==> run_1/layers.png <==
(2 px per um)
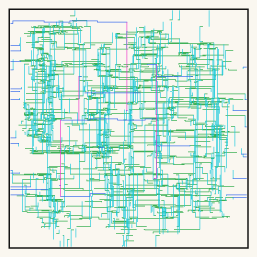
==> run_1/class_map.png <==
(2 px per um)
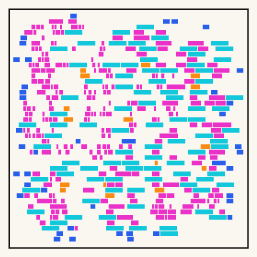
==> run_1/clock_nets.png <==
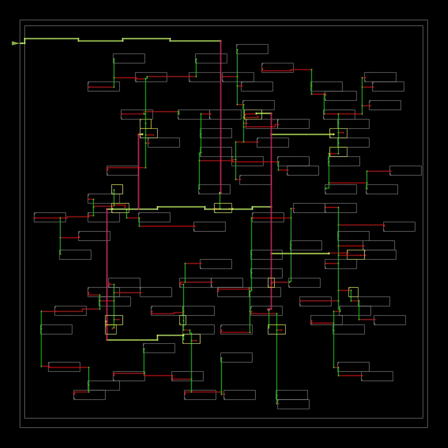
==> run_1/util_map.png <==
(3 px per um) The die is cut into 12 by 12 equal tiles; black is low, pale yellow is high, 0 to 100% covered.
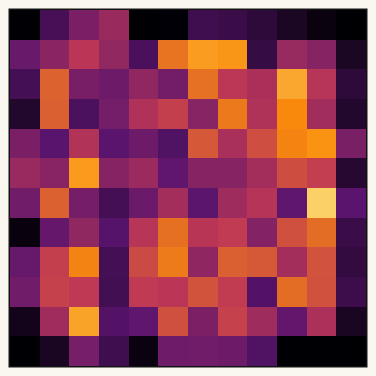
<file path="config.mk">
export PLATFORM = sky130hd
export DESIGN_NAME = frame_sink
export DESIGN_NICKNAME = d
export VERILOG_FILES = /design/src/rtl/frame_sink.sv
export SDC_FILE = /design/constraint.sdc
export NUM_CORES = 1
export LEC_CHECK = 0
export CAP_MARGIN = 15
export CELL_PAD_IN_SITES_DETAIL_PLACEMENT = 0
export CELL_PAD_IN_SITES_GLOBAL_PLACEMENT = 1
export CORE_UTILIZATION = 35
export CTS_BUF_LIST = sky130_fd_sc_hd__clkbuf_4 sky130_fd_sc_hd__clkbuf_8
export DETAILED_ROUTE_END_ITERATION = 10
export HOLD_SLACK_MARGIN = 0.03
export PLACE_DENSITY_LB_ADDON = 0.1
export SLEW_MARGIN = 20
export SYNTH_ARGS = -nofsm -noshare
export SYNTH_HDL_FRONTEND = slang
export SYNTH_SLANG_ARGS = --single-unit
</file>
<file path="constraint.sdc">
create_clock -name clk -period 3.66 [get_ports clk]
set_input_delay 1.098 -clock clk [delete_from_list [all_inputs] [get_ports clk]]
set_output_delay 1.098 -clock clk [all_outputs]
set_load 0.03 [all_outputs]
</file>
<file path="src/rtl/frame_sink.sv">
// Frame sink: measures byte-stream frames on txd/tx_en, checks length and 8-bit sum,
// and queues one summary per frame in a small FIFO with overflow drop counting.
module frame_sink #(
  parameter int MAX_LEN = 1518,
  parameter int MIN_LEN = 2,
  parameter int SDEPTH  = 4
) (
  input  logic        clk,
  input  logic        rst,
  input  logic [7:0]  txd,
  input  logic        tx_en,
  output logic        sts_valid,
  input  logic        sts_ready,
  output logic [10:0] sts_len,
  output logic        sts_ok,
  output logic        sts_err_len,
  output logic        sts_err_sum,
  output logic [7:0]  drop_cnt,
  output logic        busy
);

  // state | meaning
  // SYNC  | after reset, wait for tx_en=0 so a partial frame is never measured
  // IDLE  | between frames, waiting for the first byte
  // RECV  | inside a frame, accumulating count and sum

  localparam int          AW    = $clog2(SDEPTH);
  localparam logic [10:0] MIN_L = 11'(MIN_LEN);
  localparam logic [10:0] MAX_L = 11'(MAX_LEN);

  typedef enum logic [1:0] {SYNC, IDLE, RECV} state_t;

  state_t      state, state_nxt;
  logic [10:0] count, count_nxt;
  logic [7:0]  sum, sum_nxt;
  logic        push;

  always_ff @(posedge clk or posedge rst) begin
    if (rst) begin
      state <= SYNC;
      count <= '0;
      sum   <= '0;
    end else begin
      state <= state_nxt;
      count <= count_nxt;
      sum   <= sum_nxt;
    end
  end

  always_comb begin
    state_nxt = state;
    count_nxt = count;
    sum_nxt   = sum;
    push      = 1'b0;
    case (state)
      SYNC: if (!tx_en) state_nxt = IDLE;
      IDLE: begin
        if (tx_en) begin
          count_nxt = 11'd1;
          sum_nxt   = txd;
          state_nxt = RECV;
        end
      end
      RECV: begin
        if (tx_en) begin
          if (count != 11'h7FF) count_nxt = count + 11'd1;
          sum_nxt = sum + txd;
        end else begin
          push      = 1'b1;
          state_nxt = IDLE;
        end
      end
      default: state_nxt = SYNC;
    endcase
  end

  logic        err_len, err_sum;
  logic [13:0] entry;

  assign err_len = (count < MIN_L) || (count > MAX_L);
  assign err_sum = (sum != 8'h00);
  assign entry   = {count, !err_len && !err_sum, err_len, err_sum};

  // Pointers carry one extra wrap bit to tell full from empty.
  logic [13:0] mem [SDEPTH];
  logic [AW:0] wr_ptr, rd_ptr;
  logic        empty, full, pop, wr_en, drop;

  assign empty = (wr_ptr == rd_ptr);
  assign full  = (wr_ptr[AW] != rd_ptr[AW]) && (wr_ptr[AW-1:0] == rd_ptr[AW-1:0]);
  assign pop   = !empty && sts_ready;
  assign wr_en = push && (!full || pop);
  assign drop  = push && full && !pop;

  always_ff @(posedge clk or posedge rst) begin
    if (rst) begin
      wr_ptr   <= '0;
      rd_ptr   <= '0;
      drop_cnt <= '0;
      for (int i = 0; i < SDEPTH; i++) mem[i] <= '0;
    end else begin
      if (wr_en) begin
        mem[wr_ptr[AW-1:0]] <= entry;
        wr_ptr <= wr_ptr + 1'b1;
      end
      if (pop) rd_ptr <= rd_ptr + 1'b1;
      if (drop && drop_cnt != 8'hFF) drop_cnt <= drop_cnt + 8'd1;
    end
  end

  assign sts_valid = !empty;
  assign {sts_len, sts_ok, sts_err_len, sts_err_sum} = mem[rd_ptr[AW-1:0]];
  assign busy = (state == RECV);

endmodule

</file>
==> flow_summary.toml, run 1 <==
# flow metrics
[logic_synthesis]
synth.cell_area_sq_um = 4760
synth-edff-count = 0
ys_cells = 383
yosysChipArea_sq_um = 4760
synth_top_cell_by_area = "dfrtp_1"
yosys_most_used_dff = "dfrtp_1"
topCellsByArea = "dfrtp_1 48%, mux2_4 7.3%, mux2_2 6.4%"
fp_nets = 410
top_area_share_pct = 47.8
synth.distinct_cells = 54
yosys_warnings = 0
synth_area_per_cell_sq_um = 12.4
synth-async-reset-ratio_pct = 100

[worst_hold_path]
min_path_cells = 2

[setup_path]
rr_worst_depth = 7
arrival_ps = 2310
cp-start-kind = "flop"
critical_path.max_stage_delay_ps = 650
critical_path_class = "reg -> out"
path_cells = "buf_4 > mux4_1 > clkdlybuf4s50_1"
critPathMaxFanout = 17
regToRegSetupSlack_ps = 1230
cp_slowest_cell = "mux4_1"
cp-end-kind = "output pin"

[clock_network]
cts.clk_slew.worst_paths_ps = 90
cts_tree = "built"
cts.path.max_buffers = 2
cts-root-buf = "clkbuf_8"
insertion_delay_ps = 370
cts_made_buffers = 9
htreeDepth = 3
cts.sinks = 91
hold_buffers = 0
post_cts_resized = 0

[final_timing]
fin_tns_setup_ps = 0
min_period_ps = 3410
tightest_slew_ps = 692
fmax_mhz = 294
hold_viol = 0
maxSlewHeadroom_pct = 53.9
grt_setup_unrepaired = "false"
slew_violations = 0
final.setup.worst_slack_ps = 254
min_period_over_period_pct = 93.1

[routing]
wire_per_inst_um = 16.6
drtIter0Drc = 113
dr.pass1.iters = 4
vias = 2978
antenna_left = 0
drc = 0
via_per_inst = 5.03

[power]
power.leakage_nw = 2.55
p_per_area_nw_per_um2 = 559
total_power_w = 0.00304
ir_drop_mv = 0.167

[cells_and_area]
fillCellCount = 1295
logic_area_sq_um = 2310
layout_top_cells = "91 x dfrtp_1, 35 x clkdlybuf4s50_1, 30 x nand2_1, 27 x mux2_2, 26 x o21ai_0"
area.sequential_sq_um = 2280
fin_nets = 438
syn2layout_area_growth_pct = 14.4
antennaDiodeCount = 0
drive_gt1_share_pct = 24.3
finalNonFillerCells = 592

[placement]
dp_slack_ps = 496
dp.cells = 576
dp_hpwl_um = 6740
gp_congestion = 0.780
numPortBuffers = 35

[floorplanning]
dieArea_sq_um = 14100
io-pin-count = 36
die_h_um = 119

[grt]
antenna_found_initial = 0
grt_pass1_wl_um = 16700
grt_pass1_vias = 3070
grt_start_max_net_pins = 45

[job]
cap_violations = 0
warning_count = 29

[run_status]
status = "finished, final reports clean"
Back to the opening pictures, layers.png:
| layer | color | wire length |
|---|---|---|
| M4 | magenta | 162 um |
| M3 | blue | 318 um |
| M1 | green | 4750 um |
| M2 | cyan | 4620 um |
Global Route Usage Sum: 15.5%
Routed WL: 9850 um

Back to the opening pictures, class_map.png:
| class | color | cells | share of their area |
|---|---|---|---|
| remaining logic cells | magenta | 268 | 45% |
| remaining buffers and delay cells | blue | 41 | 8.0% |
| clock drivers and dummy loads | orange | 16 | 3.5% |
| sequential cells | cyan | 91 | 44% |
core outline area: 13200 sq um
post-route cell area: 5450 sq um
Site Rows: 42
sequential cell area share: 41.8%
Final Util: 41.1%

Back to the opening pictures, clock_nets.png:
Setup Skew: 10.4 ps
registers: 91

Back to the opening pictures, util_map.png:
tiles over 75% full: 4.9%
mean over tiles: 37%
densest ninth of the die: middle right
nearly empty tiles: 5.6%
initial core utilization: 36.0%

-- run 1: where the power goes --
group	leakage (nW)	internal (W)	switching [W]
combinational	1.24	0.000530	0.000535
clock	0.0971	0.000276	0.000367
sequential	1.21	0.00117	0.000167
total	2.55	0.00198	0.00107
-- run 1: stage by stage --
stage	area [sq um]	util, %	hold WS, ps
2_1_floorplan	4760	-	442
3_3_place_gp	5270	39.8	457
3_5_place_dp	5270	39.8	470
4_1_cts	5450	41.1	492
5_1_grt	5450	41.1	513
6_report	5450	41.1	483
-- run 1: worst max-delay path: cells and delay by family, from the launching register on --
family	cells	cell delay, ps
buf+inv	2	940
mux	1	650
flops	1	330
-- run 1: state kept, by name, indices dropped and copies added (netlist names) --
name / flops
rd_ptr: 3
mem: 56
sum: 8
drop_cnt: 8
state: 2
wr_ptr: 3
count: 11
-- run 1: cell usage after synthesis (4+ instances only) --
cell type and number:
a21oi_1 11, a31oi_1 8, nor2_1 11, and3_1 5, nor3_1 4, mux2_2 27
nand3_1 13, mux4_2 11, dfrtp_1 91, clkbuf_1 14, buf_6 5, o21ai_0 26
nand2_1 30, mux2_4 23, ha_1 14, nand2_4 4, xnor2_1 11, o31ai_1 7
nand4_1 4, inv_1 10
-- run 1: worst paths after layout --
path	start	end
setup / recovery	rd_ptr[0]	sts_len[10]
hold / removal	mem[0]	mem[0]
setup reg to reg	count[1]	count[2]
hold reg to reg	mem[0]	mem[0]
max in group asynchronous	rst	sum[7]
min in group asynchronous	rst	mem[26]
-- run 1: cell families (layout without fill, tap and decap cells) --
kind of cell             Yosys count  count (layout)  share of synthesized area, %
buffers and inverters             35              68                          3.73
AND/OR/NAND/NOR                   90              90                          11.1
AND-OR/OR-AND                     69              69                          8.91
adder cells (fa/ha/maj)           15              15                          4.10
multiplexers                      67              67                          21.1
flip-flops                        91              91                          47.8
XOR/XNOR                          16              16                          3.26
-- run 1: layout make-up --
cell class	instances	area share (%)
Tap cell	176	4.04
Timing Repair Buffer	41	7.72
Clock buffer	11	2.66
Clock inverter	5	0.666
Multi-Input combinational cell	257	42.3
Sequential cell	91	41.8
Inverter	11	0.781
-- run 1: layer usage --
metal  wire length (um)  track usage (%)
met1               4750             20.5
met2               4620             24.3
met3                317             3.81
met4                162             5.93
met5                  0                0
==> run 1 -> run 2 <==
- CAP_MARGIN: 15 -> 40
==> run_2/clock_nets.png <==
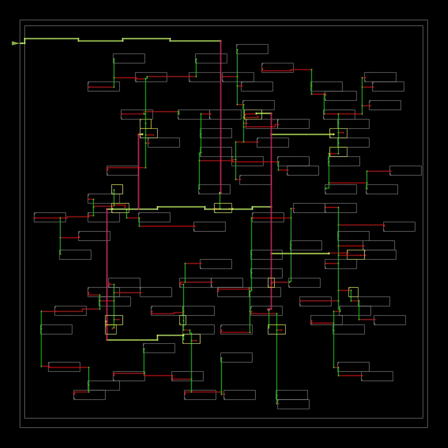
Clock Buffer Count: 11
Num CTS Buffers: 9
clk sinks: 91
clk pwr: 0.000643 W

==> run_2/class_map.png <==
(2 px per um)
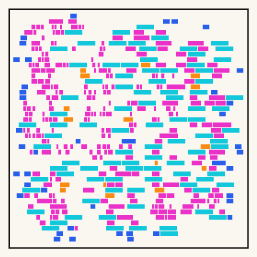

==> run 2 against run 1 <==
Net effect: hold slack is the same; utilization is the same; sequential cell count is the same; sequential share of layout area is the same; critical endpoint unchanged; area after synthesis is the same; first-iteration DRC count is the same; clock power is essentially flat; global-route usage is the same.
==> flow_summary.toml, run 2 <==
# flow metrics
[cells_and_area]
antennaDiodeCount = 0
largest-register = "mem"
largest_register_ffs = 56
stdcell_area_sq_um = 5450
layout_top_cells = "91 x dfrtp_1, 35 x clkdlybuf4s50_1, 30 x nand2_1, 27 x mux2_2, 26 x o21ai_0"
finalNonFillerCells = 592
reg_top3 = "mem (56), count (11)"
fin_nets = 438
syn2layout_area_growth_pct = 14.4
drive_gt1_share_pct = 24.3

[power]
power_frac_seq_pct = 43.9
net-switching-power_w = 0.00107
p_per_area_nw_per_um2 = 559
p_clk_share_pct = 21.1
swShare_pct = 35.1
ir_drop_mv = 0.167
total_power_w = 0.00304
comb_power_share_pct = 35.0
power.internal_w = 0.00198
power.leakage_nw = 2.55

[setup_path]
cp_slowest_cell = "mux4_1"
cp-start-kind = "flop"
worst-path-stages = 3
path_cells = "buf_4 > mux4_1 > clkdlybuf4s50_1"
cp-end-kind = "output pin"
arrival_ps = 2310
rr_startpoint = "count[1]"
rr_worst_depth = 7
critPathMaxFanout = 17
critPathBufInv = 2
endpoint = "sts_len[10]"
critical_path.max_stage_delay_ps = 650
crit_start = "rd_ptr[0]"
regToRegSetupSlack_ps = 1230
critical_path_class = "reg -> out"
cp_data_required_time_ps = 2560
regToRegEndpoint = "count[2]"
critPathTopFamily = "buffers and inverters"

[job]
warning_count = 29
cap_violations = 0

[grt]
track_usage_pct = 15.5
grt_pass1_wl_um = 16700
grt_start_max_net_pins = 45
grt_pass1_vias = 3070
grt-ovfl-total = 0
antenna_found_initial = 0

[logic_synthesis]
synth-async-reset-ratio_pct = 100
synth_top_cell_by_area = "dfrtp_1"
synthTopCellsByCount = "91 x dfrtp_1, 30 x nand2_1, 27 x mux2_2, 26 x o21ai_0, 23 x mux2_4"
ys_seq_share_pct = 47.8
synth-edff-count = 0
synth.cell_area_sq_um = 4760
top_area_share_pct = 47.8
topCellsByArea = "dfrtp_1 48%, mux2_4 7.3%, mux2_2 6.4%"
yosysMostFrequentCell = "dfrtp_1"
fp_nets = 410
yosys_most_used_dff = "dfrtp_1"
synth.distinct_cells = 54
yosys_warnings = 0
yosysChipArea_sq_um = 4760
synth_area_per_cell_sq_um = 12.4
ys_cells = 383

[final_timing]
fin_tns_setup_ps = 0
grt_setup_unrepaired = "false"
setup_violations = 0
min_period_ps = 3410
slew_violations = 0
hold_viol = 0
maxSlewHeadroom_pct = 53.9
fmax_mhz = 294
min_period_over_period_pct = 93.1
final.setup.worst_slack_ps = 254
tightest_slew_ps = 692
skew_ps = 10.4

[routing]
drtIter0Drc = 113
wirelength_um = 9850
drc = 0
via_per_inst = 5.03
antenna_left = 0
wire_per_inst_um = 16.6
vias = 2978
dr.pass1.iters = 4

[floorplanning]
initCoreUtil_pct = 36.0
dieArea_sq_um = 14100
std_cell_rows = 42
coreArea_sq_um = 13200
io-pin-count = 36

[placement]
gp_congestion = 0.780
dp_hpwl_um = 6740
dp_slack_ps = 496
post_dp_cell_area_sq_um = 5270
dp.cells = 576

[clock_network]
cts.path.max_buffers = 2
hold_buffers = 0
cts_tree = "built"
insertion_delay_ps = 370
cts-root-buf = "clkbuf_8"
post_cts_resized = 0
htreeDepth = 3
cts.clk_slew.worst_paths_ps = 90

[run_status]
status = "finished, final reports clean"
==> run_2/pinout.png <==
(3 px per um) Pins as bars across the die edge, other pins in gray.
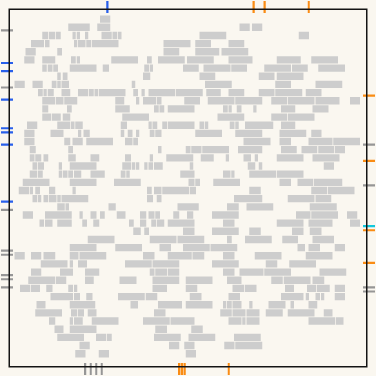
| port | color | pins | direction | edge |
|---|---|---|---|---|
| `sts_len` | orange | 11 | output | 4 right, 4 bottom, 3 top |
| `sts_err_len` | cyan | 1 | output | right |
| `txd` | blue | 8 | input | 7 left, 1 top |
Buffers on Ports: 35
die width: 119 um
Die Span Y: 119 um

==> run 2: cells by family (layout without fill, tap and decap cells) <==
group                    count (synthesis)  count (layout)  share of synthesized area, %
flip-flops                              91              91                          47.8
AND/OR/NAND/NOR                         90              90                          11.1
AND-OR/OR-AND                           69              69                          8.91
multiplexers                            67              67                          21.1
buffers and inverters                   35              68                          3.73
XOR/XNOR                                16              16                          3.26
adder cells (fa/ha/maj)                 15              15                          4.10
==> run 2: metal layers <==
layer,vias to the layer above,GRT usage (%),wire (um)
li1,1445,-,-
met1,1484,20.5,4750
met2,37,24.3,4620
met3,12,3.81,317
met4,0,5.93,162
met5,-,0,0
==> run 2: power groups by stage <==
| stage | Clock, W | Combinational, W | Sequential, W |
|---|---|---|---|
| global route | 0.000720 | 0.00117 | 0.00136 |
| CTS | 0.000681 | 0.00109 | 0.00134 |
| finish | 0.000643 | 0.00106 | 0.00134 |
| global placement | 0 | 0.00107 | 0.00136 |
| floorplan | 0 | 0.000818 | 0.00131 |
| detailed placement | 0 | 0.00108 | 0.00136 |
==> run 2: how the worst min path moves through the flow <==
stage	start	endpoint	cells after the start
finish	mem[0]	mem[0]	2
global route	mem[28]	mem[28]	2
CTS	mem[0]	mem[0]	2
detailed placement	mem[0]	mem[0]	2
global placement	mem[44]	mem[44]	2
floorplan	mem[28]	mem[28]	2
==> run 2: per-stage QoR <==
| stage | util [%] | hold WS, ps |
|---|---|---|
| 2_1_floorplan | - | 442 |
| 4_1_cts | 41.1 | 492 |
| 6_report | 41.1 | 483 |
| 3_5_place_dp | 39.8 | 470 |
| 5_1_grt | 41.1 | 513 |
| 3_3_place_gp | 39.8 | 457 |
==> run 2: worst reg2reg max path: stages, from the launching register on <==
cell     delay, ps
dfrtp_1        540
ha_1           260
nand3_1        150
nor2_1         280
and3_1         240
a31o_2         330
or2_0          370
o21ai_0        140
==> run 2: cell type report <==
cell class	instances	area [sq um]
clock inverters	5	36.3
fillers	1295	7790
clock buffers	11	145
flip-flops and latches	91	2280
repair buffers	41	420
multi-input cells	257	2310
well taps	176	220
inverters	11	42.5
==> run 2 -> run 3 <==
- CTS_BUF_LIST: sky130_fd_sc_hd__clkbuf_4 sky130_fd_sc_hd__clkbuf_8 -> sky130_fd_sc_hd__clkbuf_4
- SETUP_SLACK_MARGIN: default -> 0.02
==> run_3/util_map.png <==
(3 px per um) The die is cut into 12 by 12 equal tiles; black is low, pale yellow is high, 0 to 100% covered.
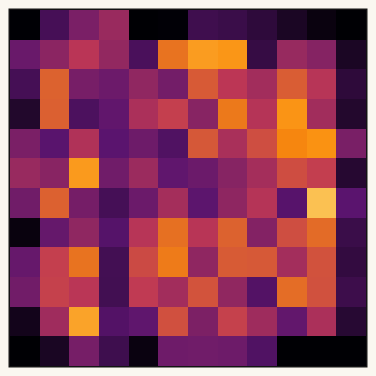
nearly empty tiles: 5.6%
densest ninth of the die: middle right
tiles over 75% full: 4.9%
fullest tile: 87%
mean over tiles: 37%
Final Util: 40.7%

==> run_3/layers.png <==
(2 px per um)
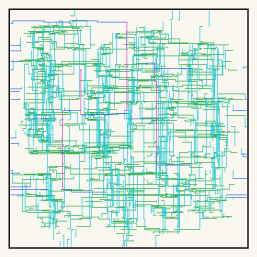
| layer | color | wire length |
|---|---|---|
| M1 | green | 4770 um |
| M2 | cyan | 4690 um |
| M3 | blue | 295 um |
| M4 | magenta | 158 um |
DR vias: 2999
Global Route Usage Sum: 15.5%
WL per Instance: 16.7 um
Routed WL: 9910 um

==> run 3 against run 2 <==
Net effect: final cell count stayed put; power is 4.4% lower; sequential share of layout area is 0.49 points higher; sequential cell count stayed put; synthesized cell count stayed put; global-route usage is 0.051 points higher; combinational power hardly changed; critical path depth stayed put; setup slack worse by 43 ps; register-to-register slack hardly changed; routed wire length is 0.65% higher; clock skew is 5.5 ps higher; critical endpoint unchanged.
==> flow_summary.toml, run 3 <==
# flow metrics
[clock_network]
insertion_delay_ps = 470
post_cts_resized = 0
cts_made_buffers = 9
cts.clk_slew.worst_paths_ps = 150
htreeDepth = 3
hold_buffers = 0
cts_tree = "built"
cts-root-buf = "clkbuf_4"
cts.sinks = 91
cts.path.max_buffers = 2
post_cts_buffers = 0

[final_timing]
tightest_slew_ps = 682
maxSlewHeadroom_pct = 54.6
hold_viol = 0
min_period_ps = 3450
holdWs_ps = 495
fmax_mhz = 290
slew_violations = 0
grt_setup_unrepaired = "false"
skew_ps = 15.9
setup_violations = 0
min_period_over_period_pct = 94.2
fin_tns_setup_ps = 0

[cells_and_area]
drive_gt1_share_pct = 24.0
finalNonFillerCells = 592
area.sequential_sq_um = 2280
syn2layout_area_growth_pct = 13.1
fin_nets = 438
reg_top3 = "mem (56), count (11)"
lay_top_count = "dfrtp_1"
layout_top_cells = "91 x dfrtp_1, 35 x clkdlybuf4s50_1, 30 x nand2_1, 27 x mux2_2, 26 x o21ai_0"
fillCellCount = 1296
logic_area_sq_um = 2310
largest_register_ffs = 56
largest-register = "mem"
antennaDiodeCount = 0

[placement]
gp_congestion = 0.780
dp.cells = 576
numPortBuffers = 35
dp_hpwl_um = 6740

[setup_path]
path_cells = "buf_6 > mux4_1 > clkdlybuf4s50_1"
critPathTopFamily = "buffers and inverters"
cp-end-kind = "output pin"
cp-start-kind = "flop"
critPathBufInv = 2
arrival_ps = 2350
critPathMaxFanout = 17
regToRegSetupSlack_ps = 1220
critical_path_class = "reg -> out"
cp_data_required_time_ps = 2560
critical_path.max_stage_delay_ps = 640
cp_slowest_cell = "mux4_1"

[job]
warning_count = 29
cap_violations = 0

[logic_synthesis]
synth-edff-count = 0
topCellsByArea = "dfrtp_1 48%, mux2_4 7.3%, mux2_2 6.4%"
synth_top_cell_by_area = "dfrtp_1"
yosysMostFrequentCell = "dfrtp_1"
synthTopCellsByCount = "91 x dfrtp_1, 30 x nand2_1, 27 x mux2_2, 26 x o21ai_0, 23 x mux2_4"
ys_cells = 383
ys_seq_share_pct = 47.8
synth_area_per_cell_sq_um = 12.4
yosys_warnings = 0
synth-async-reset-ratio_pct = 100
synth.distinct_cells = 54
syn_inst = 383
synth.cell_area_sq_um = 4760
top_area_share_pct = 47.8
fp_nets = 410
ys.flops = 91
yosys_most_used_dff = "dfrtp_1"
yosysChipArea_sq_um = 4760

[routing]
antenna_left = 0
drc = 0
dr.pass1.iters = 4
via_per_inst = 5.07
drtIter0Drc = 117

[grt]
grt_pass1_vias = 3063
grt_pass1_wl_um = 16700
grt_start_max_net_pins = 45
grt-ovfl-total = 0
antenna_found_initial = 0

[floorplanning]
die_h_um = 119
coreArea_sq_um = 13200
initCoreUtil_pct = 36.0
die_w_um = 119
dieArea_sq_um = 14100
std_cell_rows = 42
io-pin-count = 36

[run_status]
status = "finished, final reports clean"

[worst_hold_path]
min_path_type = "reg -> reg"

[power]
p_per_area_nw_per_um2 = 540
total_power_w = 0.00291
power.leakage_nw = 2.53
ir_drop_mv = 0.175
==> run_3/pinout.png <==
(3 px per um) Pins as bars across the die edge, other pins in gray.
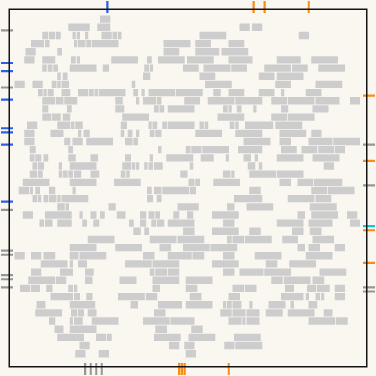
| port | color | pins | direction | edge |
|---|---|---|---|---|
| `txd` | blue | 8 | input | 7 left, 1 top |
| `sts_err_len` | cyan | 1 | output | right |
| `sts_len` | orange | 11 | output | 4 right, 4 bottom, 3 top |
all pins by edge: 15 left, 9 right, 8 bottom, 4 top

## run 3: power by group
group,total [W],switching (W),internal (W)
logic,0.00107,0.000536,0.000534
clock network,0.000504,0.000356,0.000148
registers,0.00134,0.000168,0.00117
## run 3: through the flow
step,setup slack (ps),instance area [sq um]
after detailed placement,496,5270
after floorplan,198,4760
final,212,5390
after global routing,88.5,5390
after global placement,519,5270
after CTS,59.7,5380
## run 3: path summary, 6_finish.rpt
kind,from,to,cells after the start
worst max-delay path,rd_ptr[0],sts_len[10],3
worst min-delay path,mem[0],mem[0],2
worst max register to register,count[1],count[7],7
worst min register to register,mem[0],mem[0],2
max in group asynchronous,rst,drop_cnt[4],3
min in group asynchronous,rst,mem[26],2
## run 3: logic make-up after synthesis
kind of cell	Yosys count	synth area share (%)
XOR/XNOR	16	3.26
flip-flops	91	47.8
AND-OR/OR-AND	69	8.91
multiplexers	67	21.1
AND/OR/NAND/NOR	90	11.1
buffers and inverters	35	3.73
adder cells (fa/ha/maj)	15	4.10
## run 3: layout make-up
type / count / share of cell area [%]
Clock buffer: 10 / 1.39
Clock inverter: 6 / 0.743
Inverter: 11 / 0.790
Multi-Input combinational cell: 257 / 42.8
Sequential cell: 91 / 42.3
Tap cell: 176 / 4.09
Timing Repair Buffer: 41 / 7.87
## run 3: layer usage
metal  wire [um]  GRT usage [%]
met4         158           5.70
met3         295           3.81
met1        4770           20.6
met2        4690           24.6
met5           0              0
## run 3: worst register-to-register path, delay by kind of cell, from the launching register on
kind                     cells  cell delay [ps]
AND-OR/OR-AND                2              460
adder cells (fa/ha/maj)      1              260
flip-flops                   1              560
AND/OR/NAND/NOR              4             1030
Power is estimated from default activity; no workload was simulated.
